<file path="src/rtl/exec_pkg.sv">
// Shared definitions for the execution unit: opcodes, instruction field
// positions, controller states and flag bit positions.
package exec_pkg;

   localparam logic [4:0] OP_MOVSGPR = 5'd0;
   localparam logic [4:0] OP_MOV     = 5'd1;
   localparam logic [4:0] OP_ADD     = 5'd2;
   localparam logic [4:0] OP_SUB     = 5'd3;
   localparam logic [4:0] OP_MUL     = 5'd4;
   localparam logic [4:0] OP_OR      = 5'd5;
   localparam logic [4:0] OP_AND     = 5'd6;
   localparam logic [4:0] OP_XOR     = 5'd7;
   localparam logic [4:0] OP_XNOR    = 5'd8;
   localparam logic [4:0] OP_NAND    = 5'd9;
   localparam logic [4:0] OP_NOR     = 5'd10;
   localparam logic [4:0] OP_NOT     = 5'd11;

   localparam int OPER_LSB     = 27;
   localparam int OPER_W       = 5;
   localparam int RDST_LSB     = 22;
   localparam int RSRC1_LSB    = 17;
   localparam int IMM_MODE_BIT = 16;
   localparam int RSRC2_LSB    = 11;
   localparam int REG_FIELD_W  = 5;

   localparam int FLAG_C = 0;
   localparam int FLAG_V = 1;
   localparam int FLAG_Z = 2;
   localparam int FLAG_S = 3;

   typedef enum logic [1:0] {
      ST_IDLE     = 2'd0,
      ST_MUL      = 2'd1,
      ST_DONE_MUL = 2'd2
   } state_e;

   function automatic logic op_is_legal(input logic [4:0] op);
      return (op <= OP_NOT);
   endfunction

endpackage

</file>
<file path="src/rtl/exec_unit_mul_seq.sv">
// Iterative shift-add multiplier: one partial product per cycle, DATA_W cycles
// per multiply, with start/busy/done handshake.
module mul_seq #(
   parameter int DATA_W = 16
) (
   input  logic                  clk,
   input  logic                  rst_n,
   input  logic                  start_i,
   input  logic [DATA_W-1:0]     a_i,
   input  logic [DATA_W-1:0]     b_i,
   output logic                  busy_o,
   output logic                  last_o,
   output logic                  done_o,
   output logic [2*DATA_W-1:0]   product_o
);

   localparam int CW = $clog2(DATA_W) + 1;

   logic [2*DATA_W-1:0] mcand_q;
   logic [2*DATA_W-1:0] prod_q;
   logic [2*DATA_W-1:0] prod_d;
   logic [DATA_W-1:0]   mplier_q;
   logic [CW-1:0]       cnt_q;
   logic                busy_q;
   logic                done_q;
   logic                last_s;

   // last_s flags the step that completes the product, so the caller can
   // change state on the same edge the final partial product lands.
   assign last_s = busy_q && (cnt_q == CW'(DATA_W - 1));

   // Partial-product accumulation for the current multiplier bit.
   always_comb begin
      prod_d = prod_q;
      if (mplier_q[0]) begin
         prod_d = prod_q + mcand_q;
      end else begin
         prod_d = prod_q;
      end
   end

   // Operand capture on start, then one shift-add step per cycle.
   always_ff @(posedge clk) begin
      if (!rst_n) begin
         mcand_q  <= '0;
         mplier_q <= '0;
         prod_q   <= '0;
         cnt_q    <= '0;
         busy_q   <= 1'b0;
         done_q   <= 1'b0;
      end else begin
         done_q <= 1'b0;
         if (start_i && !busy_q) begin
            mcand_q  <= {{DATA_W{1'b0}}, a_i};
            mplier_q <= b_i;
            prod_q   <= '0;
            cnt_q    <= '0;
            busy_q   <= 1'b1;
         end else if (busy_q) begin
            prod_q   <= prod_d;
            mcand_q  <= mcand_q << 1;
            mplier_q <= mplier_q >> 1;
            cnt_q    <= cnt_q + CW'(1);
            if (last_s) begin
               busy_q <= 1'b0;
               done_q <= 1'b1;
            end
         end
      end
   end

   assign busy_o    = busy_q;
   assign last_o    = last_s;
   assign done_o    = done_q;
   assign product_o = prod_q;

endmodule

</file>
<file path="src/rtl/exec_unit.sv">
// Single-issue execution unit: GPR file, ALU with flags, special register for
// the upper half of products, and a sequential multiplier.
module exec_unit
   import exec_pkg::*;
#(
   parameter int DATA_W = 16,
   parameter int NREG   = 32,
   parameter int IMM_W  = 16
) (
   input  logic              clk,
   input  logic              sys_rst_n,
   input  logic              instr_valid,
   output logic              instr_ready,
   input  logic [31:0]       instr,
   output logic              done,
   output logic              illegal,
   output logic [3:0]        flags,
   output logic [DATA_W-1:0] sgpr,
   input  logic [4:0]        dbg_addr,
   output logic [DATA_W-1:0] dbg_data
);

   localparam int AW = (NREG > 1) ? $clog2(NREG) : 1;

   logic [DATA_W-1:0]   gpr_q [NREG];
   logic [DATA_W-1:0]   sgpr_q;
   logic [3:0]          flags_q;
   logic                done_q;
   logic                illegal_q;
   logic [AW-1:0]       mul_rdst_q;
   state_e              state_q;
   state_e              state_d;

   logic [4:0]          oper_s;
   logic [AW-1:0]       rdst_s;
   logic [AW-1:0]       rsrc1_s;
   logic [AW-1:0]       rsrc2_s;
   logic                imm_mode_s;
   logic [DATA_W-1:0]   imm_ext_s;
   logic [DATA_W-1:0]   op_a_s;
   logic [DATA_W-1:0]   op_b_s;
   logic [DATA_W:0]     sum_s;
   logic [DATA_W:0]     diff_s;
   logic [DATA_W-1:0]   alu_res_s;
   logic                alu_v_s;
   logic                alu_c_s;
   logic [3:0]          alu_flags_s;
   logic [3:0]          mul_flags_s;
   logic                op_legal_s;
   logic                accept_s;
   logic                mul_start_s;
   logic                mul_busy_s;
   logic                mul_last_s;
   logic                mul_done_s;
   logic [2*DATA_W-1:0] mul_prod_s;

   assign oper_s     = instr[OPER_LSB +: OPER_W];
   assign rdst_s     = instr[RDST_LSB +: AW];
   assign rsrc1_s    = instr[RSRC1_LSB +: AW];
   assign rsrc2_s    = instr[RSRC2_LSB +: AW];
   assign imm_mode_s = instr[IMM_MODE_BIT];

   generate
      if (IMM_W >= DATA_W) begin : g_imm_trunc
         assign imm_ext_s = instr[DATA_W-1:0];
      end else begin : g_imm_zext
         assign imm_ext_s = {{(DATA_W-IMM_W){1'b0}}, instr[IMM_W-1:0]};
      end
   endgenerate

   // Sources read the pre-edge register state, so dependent ops need no stall.
   assign op_a_s      = gpr_q[rsrc1_s];
   assign op_b_s      = imm_mode_s ? imm_ext_s : gpr_q[rsrc2_s];
   assign sum_s       = {1'b0, op_a_s} + {1'b0, op_b_s};
   assign diff_s      = {1'b0, op_a_s} - {1'b0, op_b_s};
   assign op_legal_s  = op_is_legal(oper_s);
   assign instr_ready = sys_rst_n && (state_q == ST_IDLE);
   assign accept_s    = instr_valid && instr_ready;
   assign mul_start_s = accept_s && (oper_s == OP_MUL);

   // Single-cycle ALU result and add/sub carry/overflow.
   always_comb begin
      alu_res_s = '0;
      alu_v_s   = 1'b0;
      alu_c_s   = 1'b0;
      case (oper_s)
         OP_MOVSGPR: alu_res_s = sgpr_q;
         OP_MOV:     alu_res_s = op_b_s;
         OP_ADD: begin
            alu_res_s = sum_s[DATA_W-1:0];
            alu_c_s   = sum_s[DATA_W];
            alu_v_s   = (op_a_s[DATA_W-1] == op_b_s[DATA_W-1]) &&
                        (sum_s[DATA_W-1] != op_a_s[DATA_W-1]);
         end
         OP_SUB: begin
            alu_res_s = diff_s[DATA_W-1:0];
            alu_c_s   = diff_s[DATA_W];
            alu_v_s   = (op_a_s[DATA_W-1] != op_b_s[DATA_W-1]) &&
                        (diff_s[DATA_W-1] != op_a_s[DATA_W-1]);
         end
         OP_OR:      alu_res_s = op_a_s | op_b_s;
         OP_AND:     alu_res_s = op_a_s & op_b_s;
         OP_XOR:     alu_res_s = op_a_s ^ op_b_s;
         OP_XNOR:    alu_res_s = ~(op_a_s ^ op_b_s);
         OP_NAND:    alu_res_s = ~(op_a_s & op_b_s);
         OP_NOR:     alu_res_s = ~(op_a_s | op_b_s);
         OP_NOT:     alu_res_s = imm_mode_s ? ~imm_ext_s : ~op_a_s;
         default:    alu_res_s = '0;
      endcase
   end

   // Flag vectors for the ALU path and the multiply path.
   always_comb begin
      alu_flags_s         = 4'b0000;
      alu_flags_s[FLAG_S] = alu_res_s[DATA_W-1];
      alu_flags_s[FLAG_Z] = (alu_res_s == '0);
      alu_flags_s[FLAG_V] = alu_v_s;
      alu_flags_s[FLAG_C] = alu_c_s;
      mul_flags_s         = 4'b0000;
      mul_flags_s[FLAG_S] = mul_prod_s[2*DATA_W-1];
      mul_flags_s[FLAG_Z] = (mul_prod_s == '0);
   end

   mul_seq #(
      .DATA_W (DATA_W)
   ) u_mul_seq (
      .clk       (clk),
      .rst_n     (sys_rst_n),
      .start_i   (mul_start_s),
      .a_i       (op_a_s),
      .b_i       (op_b_s),
      .busy_o    (mul_busy_s),
      .last_o    (mul_last_s),
      .done_o    (mul_done_s),
      .product_o (mul_prod_s)
   );

   // Controller state register.
   always_ff @(posedge clk) begin
      if (!sys_rst_n) begin
         state_q <= ST_IDLE;
      end else begin
         state_q <= state_d;
      end
   end

   // Controller next state; a multiplier that is no longer busy drops back to IDLE.
   always_comb begin
      state_d = state_q;
      case (state_q)
         ST_IDLE: begin
            if (mul_start_s) begin
               state_d = ST_MUL;
            end else begin
               state_d = ST_IDLE;
            end
         end
         ST_MUL: begin
            if (mul_last_s) begin
               state_d = ST_DONE_MUL;
            end else if (mul_busy_s) begin
               state_d = ST_MUL;
            end else begin
               state_d = ST_IDLE;
            end
         end
         ST_DONE_MUL: state_d = ST_IDLE;
         default:     state_d = ST_IDLE;
      endcase
   end

   // Architectural state update and retirement pulses.
   always_ff @(posedge clk) begin
      if (!sys_rst_n) begin
         for (int i = 0; i < NREG; i++) begin
            gpr_q[i] <= '0;
         end
         sgpr_q     <= '0;
         flags_q    <= 4'b0000;
         done_q     <= 1'b0;
         illegal_q  <= 1'b0;
         mul_rdst_q <= '0;
      end else begin
         done_q    <= 1'b0;
         illegal_q <= 1'b0;
         if (accept_s) begin
            if (!op_legal_s) begin
               done_q    <= 1'b1;
               illegal_q <= 1'b1;
            end else if (oper_s == OP_MUL) begin
               mul_rdst_q <= rdst_s;
            end else begin
               gpr_q[rdst_s] <= alu_res_s;
               flags_q       <= alu_flags_s;
               done_q        <= 1'b1;
            end
         end else if ((state_q == ST_DONE_MUL) && mul_done_s) begin
            gpr_q[mul_rdst_q] <= mul_prod_s[DATA_W-1:0];
            sgpr_q            <= mul_prod_s[2*DATA_W-1:DATA_W];
            flags_q           <= mul_flags_s;
            done_q            <= 1'b1;
         end
      end
   end

   assign done     = done_q;
   assign illegal  = illegal_q;
   assign flags    = flags_q;
   assign sgpr     = sgpr_q;
   assign dbg_data = gpr_q[dbg_addr[AW-1:0]];

endmodule
</file>
<file path="config.mk">
export PLATFORM = sky130hd
export DESIGN_NAME = exec_unit
export DESIGN_NICKNAME = d
export VERILOG_FILES = /design/src/rtl/exec_pkg.sv /design/src/rtl/exec_unit_mul_seq.sv /design/src/rtl/exec_unit.sv
export SDC_FILE = /design/constraint.sdc
export NUM_CORES = 2
export LEC_CHECK = 0
export CORE_MARGIN = 4
export CORE_UTILIZATION = 58
export CTS_CLUSTER_SIZE = 28
export DETAILED_ROUTE_END_ITERATION = 7
export PLACE_DENSITY_LB_ADDON = 0.1
export SYNTH_ARGS = -nofsm -noshare
export SYNTH_HDL_FRONTEND = slang
export SYNTH_SLANG_ARGS = --single-unit
</file>
<file path="constraint.sdc">
create_clock -name clk -period 6.8 [get_ports clk]
set_clock_uncertainty 0.2 [all_clocks]
set_input_delay 2.04 -clock clk [delete_from_list [all_inputs] [get_ports clk]]
set_output_delay 2.04 -clock clk [all_outputs]
set_load 0.005 [all_outputs]
</file>
Power grid:
Scale bar: 100 µm. Pins as bars on the die edge. Tap cells in gray.
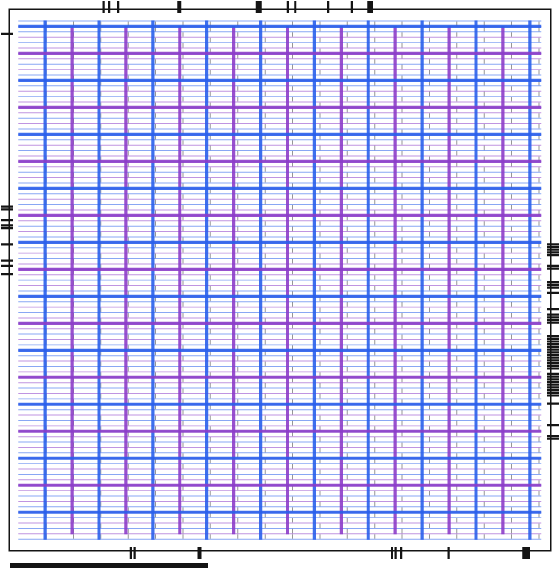
net	color
VSS	blue
VDD	purple
met4 straps	19
signal pins	79
met5 straps	19
met1 rails	97
rows	96

Placement by cell class:
Scale bar: 100 µm.
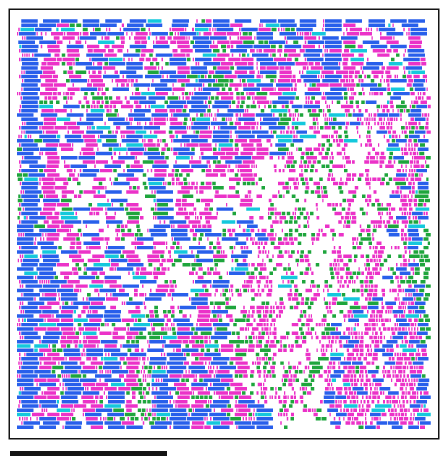
class	color	cells	share of their area
sequential cells	blue	628	37%
remaining buffers and delay cells	green	700	13%
combinational and other logic	magenta	2555	45%
clock drivers and dummy loads	cyan	127	5.2%

Clock network drawn from the DEF:
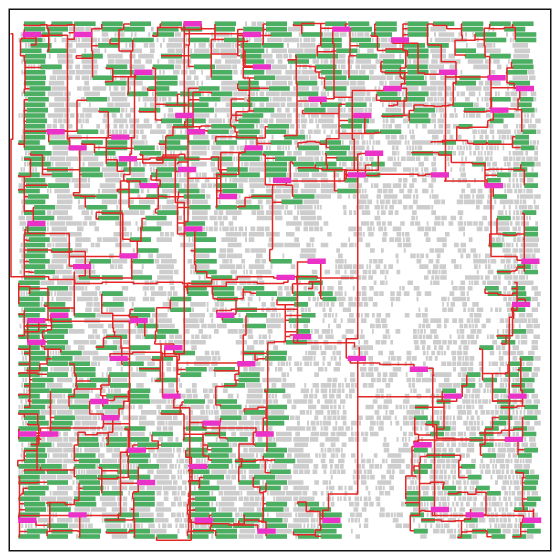
[clock drivers] magenta | count: 71
[flip-flops] green | count: 628
[clock wires] red | length: 8340 µm
routed clock nets	72

Routed metal, one color a layer:
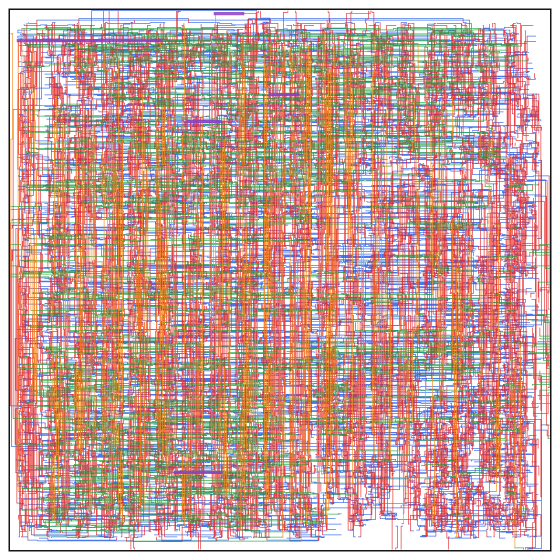
layer	color	wire length
metal 4	orange	21.9 mm
metal 5	purple	138 µm
metal 3	green	29.5 mm
metal 2	red	78.6 mm
metal 1	blue	56.2 mm

Congestion heat map:
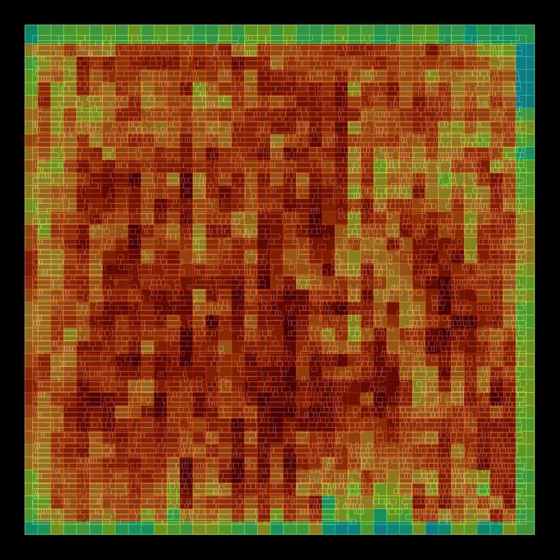
WL/cell: 37.6 µm
GR Util met2: 73.1%
met3 Track Usage GR: 19.4%
met1 Track Usage GR: 57.3%

==> CHANGELOG.md <==
### Changed

* Die extent in x at 272 µm
* Worst-path clk slew at 0.06 ns
* Nets at 4080
* Failing checks: negative setup slack
* Post-synth ARST share at 0%
* Hold_buf cts at 0
* Reg2reg path depth at 19
* Yosys cell count at 3481
* Maximum operating frequency at approximately 150 MHz
* Cell with the most instances after synthesis: nor2_1
* All-layer global routing usage at 49.8%
* Sequential cell area at approximately 18000 µm²
* Max Cap Violations at 0
* Hold wc startpoint: u_mul_seq.cnt_q[4]
* Met1 Wirelength at 56200 µm
* Crit path launch type: input port
* Reg2Reg Setup Slack at 1.51 ns
* Port bufs at 78
* First-pass GRT wire length at 261000 µm
* # DRC at 0
* FILL cells at between 4000 and 5000
* Initial antenna violation count at 7
* Reg2reg start: gpr_q[27][6]
* DIE AREA at between 70000 and 80000 µm²
* Final Critical Period at 6.80 ns
* Crit-path max FO at 14
* Most common cell on crit path: mux4_2
* Layout cells sized above 1 at 30.8%
* Worst Hold End: u_mul_seq.cnt_q[4]
* Core area at 68800 µm²
* # setup viols final at 2
* Cell area leaders: edfxtp_1 38%, mux4_2 21%, nor2_1 6.3%, dfxtp_1 5.7%, mux2i_1 3.2%
* Post-synth top cells: 678 x nor2_1, 512 x edfxtp_1, 370 x mux4_2
* Placed Area at approximately 46000 µm²
* Ys flop type: edfxtp_1
* IO Count at 79
* Place WS at -0.864 ns
* Vias at 36500
* Worst Path Required at 4.56 ns
* CTS tree: yes
* Max incr delay on CP at between 0.5 and 0.6 ns
* Critical-path top delay cell: mux4_2
* Logic cell area at 21200 µm²
* Clock root buffer: clkbuf_16
* Drt first-iter violations at around 6100
* DR top layer: met5
* Syn Nets at ~3600
* Max-area cell share at 38.0%
* Count of library flops with an enable pin at approximately 500
* Hold slack final at 0.303 ns
* Leak at 18.6 nW
* Outcome: complete, but fails checks
* Reg-to-reg critical path endpoint: gpr_q[9][14]
* Worst slew pin tran at 1.36 ns
* GR Overflow Total at 0
* CP Class: in -> out
* Cts bufs inserted at 71
* Via/cell ratio at 7.38
* Ys Warns at 0
* Final ANT Viol Nets at 0
* Syn Inst Count at 3481
* Die height at 272 µm
* H-tree levels at 3
* Area reported by Yosys stat at 40500 µm²
* CP arrival at roughly 4.6 ns
* Metal2 WL at 78600 µm
* Number of synthesized register bits at approximately 630
* CTS max path bufs at 3
* Drt first pass iters at 6
* Endpoints failing hold at 0
* Worst Hold Class: reg -> reg
* Final Worst Setup Slack at -0.00410 ns
* Latest clock arrival within the worst-skew pair at 0.66 ns
* Synth area leader: edfxtp_1
* Tool warning count at roughly 59
* Met3 WL at 29500 µm
* WHS Path Cells at 2
* Slew headroom at 8.73%
* CTS Sinks at 628
* Final wirelength at roughly 190000 µm
* Register share after synthesis at 43.7%
* Cycle use final at 100%
* Avg Synthesized Cell Area at 11.6 µm²
* RSZ-0062 raised after global routing: yes
* CP Capture Type: primary output
* FP Core Util at 58.8%
* Worst path cell trace: clkbuf_16, buf_16, buf_4, mux4_2, mux4_2, mux2_2, clkdlybuf4s50_1
how the worst max path moves through the flow:
stage,start,to
after floorplan,instr[11],gpr_q[10][15]
after global placement,instr[13],gpr_q[15][14]
after detailed placement,instr[13],gpr_q[9][14]
after CTS,instr[13],gpr_q[9][14]
after global routing,instr[13],gpr_q[9][14]
final,dbg_addr[0],dbg_data[3]
sequential cells by signal, summed over array words and instances (netlist names):
register / cells
done: 1
flags: 4
gpr_q: 512
illegal: 1
mul_rdst_q: 5
sgpr: 16
state_q: 2
u_mul_seq.busy_o: 1
u_mul_seq.cnt_q: 5
u_mul_seq.done_o: 1
u_mul_seq.mcand_q: 32
u_mul_seq.mplier_q: 16
u_mul_seq.product_o: 32
power by group:
part | switching (mW) | internal (mW) | leakage, nW
Sequential | 0.108 | 4.26 | 6.19
Clock | 1.75 | 2.39 | 1.19
Combinational | 1.62 | 1.17 | 11.2
critical path: cells and delay by family:
kind | cells | cell delay [ns]
muxes | 3 | 1.48
buffers and inverters | 4 | 1.00
per-stage QoR:
step | power [mW] | setup TNS (ns) | std cells
after global placement | 7.04 | -209.73 | 4795
after global routing | 11.5 | -0.00816 | 4942
after floorplan | 5.71 | 0 | 3481
final | 11.3 | -0.00459 | 4948
after detailed placement | 7.07 | -206.51 | 4795
after CTS | 11.1 | 0 | 4922
layout make-up:
cell class / count / area share (%)
well taps: 931 / 2.37
multi-input cells: 2483 / 43.1
inverters: 72 / 0.549
clock buffers: 78 / 3.71
flip-flops and latches: 628 / 36.0
repair buffers: 700 / 12.9
clock inverters: 49 / 1.35
diodes: 7 / 0.0356
cells by family (layout without fill, tap and decap cells):
group / count (synthesis) / count (layout) / synth area share, %
compound gates: 557 / 557 / 9.58
mux: 549 / 549 / 25.2
flops: 628 / 628 / 43.7
buf+inv: 370 / 899 / 4.43
xor+xnor: 30 / 30 / 0.649
fa+ha+maj: 84 / 84 / 2.65
simple gates: 1263 / 1263 / 13.8
other cells: 0 / 7 / 0
cell usage in the layout (no fill, tap or decap), drive strengths merged, types with 30 or more instances in the layout:
master         count
o21ai             72
mux4             370
a211oi            38
edfxtp           512
nand3             68
nand2            257
mux2              51
dfxtp            116
nor3              30
inv               75
mux2i            128
nor2             679
nor2b             52
a21oi            134
ha                81
a221oi            35
clkbuf            80
a22oi             57
clkdlybuf4s50     65
clkinv            31
buf              632
routing by layer:
layer	vias to the layer above	track usage [%]
met5	-	0.724
met4	10	42.5
met3	1070	19.4
met2	3684	73.1
met1	17500	57.3
li1	14300	-
repair_timing:
item | CTS | global route
cloned | 0 | 1
endpoints found under the setup margin | 67 | 147
buffers inserted | 0 | 18
resized | 4 | 40
pin swaps | 0 | 9
Power is estimated from default activity; no workload was simulated.
